### config.mk
export PLATFORM = sky130hd
export DESIGN_NAME = mem_access_ctrl_flat
export DESIGN_NICKNAME = d
export VERILOG_FILES = /design/src/rtl/mem_access_ctrl_if.sv /design/src/rtl/mem_access_ctrl.sv /design/src/flat_wrapper.sv
export SDC_FILE = /design/constraint.sdc
export NUM_CORES = 1
export LEC_CHECK = 0
export ABC_AREA = 1
export ABC_CLOCK_PERIOD_IN_PS = 2800
export CAP_MARGIN = 20
export CORE_ASPECT_RATIO = 0.9
export CORE_MARGIN = 3
export CORE_UTILIZATION = 35
export DETAILED_ROUTE_END_ITERATION = 10
export GPL_TIMING_DRIVEN = 0
export HOLD_SLACK_MARGIN = 0.03
export PLACE_DENSITY = 0.71
export RECOVER_POWER = 25
export SETUP_SLACK_MARGIN = 0.05
export SLEW_MARGIN = 0
export SYNTH_ARGS = -nofsm -noshare
export SYNTH_HDL_FRONTEND = slang
export SYNTH_SLANG_ARGS = --single-unit
### constraint.sdc
create_clock -name clk -period 2.8 [get_ports clk]
set_input_delay 0.56 -clock clk [delete_from_list [all_inputs] [get_ports clk]]
set_output_delay 0.56 -clock clk [all_outputs]
set_load 0.03 [all_outputs]
### src/rtl/mem_access_ctrl_if.sv
// Avalon-style memory bus between the access controller (master) and memory (slave).
interface mem_access_ctrl_if;
    logic [31:0] address;
    logic        read;
    logic        write;
    logic [31:0] writedata;
    logic [3:0]  byteenable;
    logic        waitrequest;
    logic [31:0] readdata;

    modport master (
        output address, read, write, writedata, byteenable,
        input  waitrequest, readdata
    );

    modport slave (
        input  address, read, write, writedata, byteenable,
        output waitrequest, readdata
    );
endinterface

### src/rtl/mem_access_ctrl.sv
// Arbitrates fetch and load/store requests onto one Avalon bus (data first), placing lanes,
// handling waitrequest with a saturating timeout, and returning raw read data.
module mem_access_ctrl #(
    parameter int unsigned TIMEOUT = 255
) (
    input  logic              clk,
    input  logic              reset_n,
    input  logic              if_req,
    input  logic [31:0]       if_addr,
    output logic              if_done,
    output logic [31:0]       if_rdata,
    input  logic              d_req,
    input  logic              d_we,
    input  logic [1:0]        d_size,
    input  logic [31:0]       d_addr,
    input  logic [31:0]       d_wdata,
    output logic              d_done,
    output logic [31:0]       d_rdata,
    output logic [3:0]        d_be,
    output logic              d_err,
    output logic              stall,
    mem_access_ctrl_if.master avm
);

    typedef enum logic [2:0] {StIdle, StFetch, StDRead, StDWrite, StResp} state_e;

    state_e      state_q, state_d;
    logic [31:0] addr_q, addr_d;
    logic [31:0] wdata_q, wdata_d;
    logic [3:0]  be_q, be_d;
    logic        read_q, read_d;
    logic        write_q, write_d;
    logic [7:0]  wait_q, wait_d;
    logic        if_done_q, if_done_d;
    logic        d_done_q, d_done_d;
    logic        d_err_q, d_err_d;
    logic [31:0] if_rdata_q, if_rdata_d;
    logic [31:0] d_rdata_q, d_rdata_d;
    logic [3:0]  d_be_q, d_be_d;

    logic [3:0]  d_lanes;
    logic [31:0] d_lane_data;
    logic        d_misalign;
    logic [7:0]  wait_inc;
    logic        abort;

    // Memory is byte-swapped, so store data is mirrored into the lanes.
    always_comb begin
        d_misalign  = 1'b0;
        d_lanes     = 4'b1111;
        d_lane_data = {d_wdata[7:0], d_wdata[15:8], d_wdata[23:16], d_wdata[31:24]};
        case (d_size)
            2'b00: begin
                d_lanes     = 4'b0001 << d_addr[1:0];
                d_lane_data = {4{d_wdata[7:0]}};
            end
            2'b01: begin
                d_lanes     = d_addr[1] ? 4'b1100 : 4'b0011;
                d_lane_data = {2{d_wdata[7:0], d_wdata[15:8]}};
                d_misalign  = d_addr[0];
            end
            default: d_misalign = |d_addr[1:0];
        endcase
    end

    assign wait_inc = (wait_q == 8'hFF) ? wait_q : wait_q + 8'd1;
    assign abort    = (TIMEOUT != 0) && (32'(wait_inc) >= TIMEOUT);

    always_comb begin
        state_d    = state_q;
        addr_d     = addr_q;
        wdata_d    = wdata_q;
        be_d       = be_q;
        read_d     = read_q;
        write_d    = write_q;
        wait_d     = wait_q;
        if_done_d  = 1'b0;
        d_done_d   = 1'b0;
        d_err_d    = 1'b0;
        if_rdata_d = if_rdata_q;
        d_rdata_d  = d_rdata_q;
        d_be_d     = d_be_q;

        unique case (state_q)
            StIdle: begin
                wait_d = 8'd0;
                if (d_req) begin
                    d_be_d = d_lanes;
                    if (d_misalign) begin
                        state_d   = StResp;
                        d_done_d  = 1'b1;
                        d_err_d   = 1'b1;
                        d_rdata_d = 32'd0;
                    end else begin
                        state_d = d_we ? StDWrite : StDRead;
                        addr_d  = {d_addr[31:2], 2'b00};
                        be_d    = d_lanes;
                        wdata_d = d_we ? d_lane_data : 32'd0;
                        read_d  = !d_we;
                        write_d = d_we;
                    end
                end else if (if_req) begin
                    if (|if_addr[1:0]) begin
                        state_d    = StResp;
                        if_done_d  = 1'b1;
                        if_rdata_d = 32'd0;
                    end else begin
                        state_d = StFetch;
                        addr_d  = {if_addr[31:2], 2'b00};
                        be_d    = 4'b1111;
                        wdata_d = 32'd0;
                        read_d  = 1'b1;
                    end
                end
            end
            StFetch, StDRead, StDWrite: begin
                if (!avm.waitrequest || abort) begin
                    read_d  = 1'b0;
                    write_d = 1'b0;
                    state_d = StResp;
                    if (state_q == StFetch) begin
                        if_done_d  = 1'b1;
                        if_rdata_d = avm.waitrequest ? 32'd0 : avm.readdata;
                    end else begin
                        d_done_d = 1'b1;
                        d_err_d  = avm.waitrequest;
                        if (avm.waitrequest) begin
                            d_rdata_d = 32'd0;
                        end else if (state_q == StDRead) begin
                            d_rdata_d = avm.readdata;
                        end
                    end
                end else begin
                    wait_d = wait_inc;
                end
            end
            StResp:  state_d = StIdle;
            default: state_d = StIdle;
        endcase
    end

    always_ff @(posedge clk or negedge reset_n) begin
        if (!reset_n) begin
            state_q    <= StIdle;
            addr_q     <= 32'd0;
            wdata_q    <= 32'd0;
            be_q       <= 4'd0;
            read_q     <= 1'b0;
            write_q    <= 1'b0;
            wait_q     <= 8'd0;
            if_done_q  <= 1'b0;
            d_done_q   <= 1'b0;
            d_err_q    <= 1'b0;
            if_rdata_q <= 32'd0;
            d_rdata_q  <= 32'd0;
            d_be_q     <= 4'd0;
        end else begin
            state_q    <= state_d;
            addr_q     <= addr_d;
            wdata_q    <= wdata_d;
            be_q       <= be_d;
            read_q     <= read_d;
            write_q    <= write_d;
            wait_q     <= wait_d;
            if_done_q  <= if_done_d;
            d_done_q   <= d_done_d;
            d_err_q    <= d_err_d;
            if_rdata_q <= if_rdata_d;
            d_rdata_q  <= d_rdata_d;
            d_be_q     <= d_be_d;
        end
    end

    assign avm.address    = addr_q;
    assign avm.read       = read_q;
    assign avm.write      = write_q;
    assign avm.writedata  = wdata_q;
    assign avm.byteenable = be_q;

    assign if_done  = if_done_q;
    assign if_rdata = if_rdata_q;
    assign d_done   = d_done_q;
    assign d_err    = d_err_q;
    assign d_rdata  = d_rdata_q;
    assign d_be     = d_be_q;
    assign stall    = (if_req | d_req) && !(if_done_q | d_done_q);

endmodule

### src/flat_wrapper.sv
// flat-port wrapper written by rule: the top's interface ports become plain ports
module mem_access_ctrl_flat 
#(
    parameter int unsigned TIMEOUT = 255
)
  (clk, reset_n, if_req, if_addr, if_done, if_rdata, d_req, d_we, d_size, d_addr, d_wdata, d_done, d_rdata, d_be, d_err, stall, avm_address, avm_read, avm_write, avm_writedata, avm_byteenable, avm_waitrequest, avm_readdata);
  mem_access_ctrl_if avm_i ();
  input  logic clk;
  input  logic reset_n;
  input  logic if_req;
  input  logic [31:0] if_addr;
  output logic if_done;
  output logic [31:0] if_rdata;
  input  logic d_req;
  input  logic d_we;
  input  logic [1:0] d_size;
  input  logic [31:0] d_addr;
  input  logic [31:0] d_wdata;
  output logic d_done;
  output logic [31:0] d_rdata;
  output logic [3:0] d_be;
  output logic d_err;
  output logic stall;
  output wire logic [$bits(avm_i.address)-1:0] avm_address;
  output wire logic [$bits(avm_i.read)-1:0] avm_read;
  output wire logic [$bits(avm_i.write)-1:0] avm_write;
  output wire logic [$bits(avm_i.writedata)-1:0] avm_writedata;
  output wire logic [$bits(avm_i.byteenable)-1:0] avm_byteenable;
  input wire logic [$bits(avm_i.waitrequest)-1:0] avm_waitrequest;
  input wire logic [$bits(avm_i.readdata)-1:0] avm_readdata;
  assign avm_address = avm_i.address;
  assign avm_read = avm_i.read;
  assign avm_write = avm_i.write;
  assign avm_writedata = avm_i.writedata;
  assign avm_byteenable = avm_i.byteenable;
  assign avm_i.waitrequest = avm_waitrequest;
  assign avm_i.readdata = avm_readdata;
  mem_access_ctrl #(.TIMEOUT(TIMEOUT)) u_core (.clk(clk), .reset_n(reset_n), .if_req(if_req), .if_addr(if_addr), .if_done(if_done), .if_rdata(if_rdata), .d_req(d_req), .d_we(d_we), .d_size(d_size), .d_addr(d_addr), .d_wdata(d_wdata), .d_done(d_done), .d_rdata(d_rdata), .d_be(d_be), .d_err(d_err), .stall(stall), .avm(avm_i));
endmodule
**Met1 routing**

Supply wires on this layer in grey.
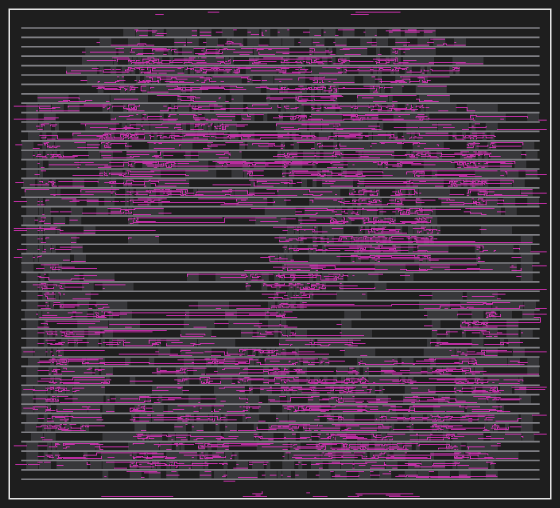
wire length on this layer = 10200 µm
longest straight run = 55.7 µm
main direction = horizontal

**Track usage over the die**

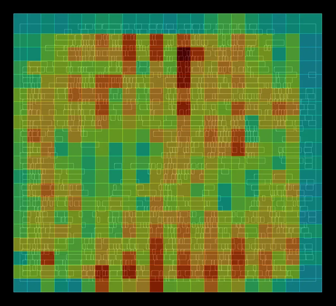
GR Util met2: 33.67%
grt peak-use layer: met2

**The metal 2 layer**

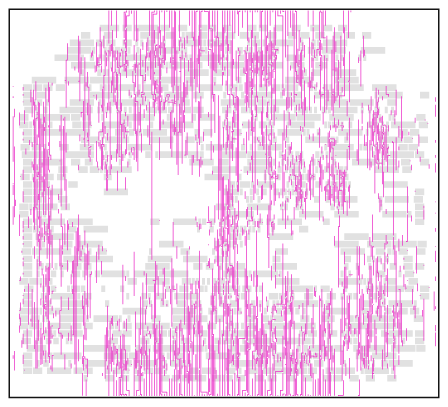
wire length on this layer = 11200 µm
main direction = vertical
share of all routed wire = 47%
nets with wire on the layer = 1040
longest straight run = 51.9 µm

## Yosys cell counts
master       n  area share, %
nand2_1    316             17
dfrtp_1    150             53
nor2_1     106            5.6
nand3_1     55            3.9
nand4_1     36            3.2
o21ai_0     34            2.4
a31oi_1     32            2.8
inv_1       28            1.5
clkbuf_1    26            1.4
buf_2       21            1.5
a21oi_1     10           0.70
o31ai_1     10            1.1
o22ai_1      9           0.79
o41ai_1      8           0.99
buf_4        6           0.63
buf_6        6           0.95
inv_2        6           0.32
nand2_2      4           0.35
nor2_2       4           0.35
clkinv_1     2           0.11
nand2_4      2           0.32
nand3_4      2           0.49
o221ai_1     2           0.25
a2bb2oi_1    1           0.12
a32oi_2      1           0.23
and2_1       1          0.088
conb_1       1          0.053
ha_1         1           0.18
nand3b_1     1           0.11
nor3_1       1          0.070
o21ai_1      1          0.070
xnor2_1      1           0.12
## layer usage
layer / part of all wire (%) / vias up
li1: - / 3506
met1: 43 / 3362
met2: 47 / 253
met3: 7.3 / 35
met4: 2.3 / 0
met5: 0 / -
## final cells by class
class / count / share of cell area [%]
flip-flops and latches: 150 / 34.76
multi-input cells: 640 / 26.94
repair buffers: 276 / 25.70
plain buffers: 59 / 2.920
inverters: 36 / 1.251
clock buffers: 20 / 4.136
well taps: 250 / 2.897
clock inverters: 11 / 1.402
## logic make-up after synthesis
logic type,synth area share (%)
compound gates,9.416
flops,52.80
other cells,0.05275
buf+inv,6.336
xor+xnor,0.1232
fa+ha+maj,0.1760
simple gates,31.10
## sequential cells by signal, summed over array words and instances (netlist names), 3 cells and up
register	count
u_core.avm.writedata	32
u_core.avm.byteenable	4
u_core.d_rdata	32
u_core.state_q	3
u_core.if_rdata	32
u_core.avm.address	30
u_core.wait_q	8
u_core.d_be	4
==> metrics.yaml <==
timing.fmax_mhz: 394.2
port_buffers: 275
clock-sinks: 150
min_path_cells: 2
cp_cell_sequence: "clkdlybuf4s50_1, nor2_1, nor3_1, clkdlybuf4s50_1"
dp.cells: 1411
finalSetupViolCount: 0
seqPwrFrac_pct: 30.1
ios: 278
cts_max_level: 4
tns_ns: 0
dpl_worst_slack_ns: -0.1084
critPathArrivalTime_ns: 1.98
switchingPower_mw: 4.697
ys_seq_share_pct: 52.80
finClkSkew_ns: 0.01530
place.gp.congestion: 0.8292
wl_um: 23630
fin_util_pct: 55.16
rsz0062_at_grt: "no"
crit_path_frequent_cell: "clkdlybuf4s50_1"
rr_worst_depth: 14
p_comb_mw: 5.41
r2r-start: "u_core.wait_q[1]$_DFFE_PN0P_"
wire_per_inst_um: 16.39
clock_power_mw: 2.35
cts_buffers: 17
r2r_slack_ns: 0.60
fin_crit_ns: 2.537
hold_path.class: "reg -> reg"
antenna_cells: 0
cap_violations: 0
comb_power_share_pct: 48.7
fin_total_pwr_mw: 11.09
regArea_um2: 3754
rows: 48
worstReg2RegEnd: "u_core.if_rdata[18]$_DFFE_PN0P_"
area_delta_synth_final_pct: 51.90
grt_pass1_vias: 6896
cts_buffer_depth: 2
yosysWarnings: 0
vias_per_cell: 4.963
clkPwrFrac_pct: 21.2
hold_start: "u_core.d_rdata[1]$_DFFE_PN0P_"
clk_pin_slew_ns: 0.06
peakVddDrop_mv: 0.4652
core_um2: 19580
status: "finished, final reports clean"
relSlewSlack_pct: 2.086
cts.repair.resized: 0
crit_family: "buffers and inverters"
layout_top_cell: "nand2_1"
drv_slew: 0
tritoncts: "built"
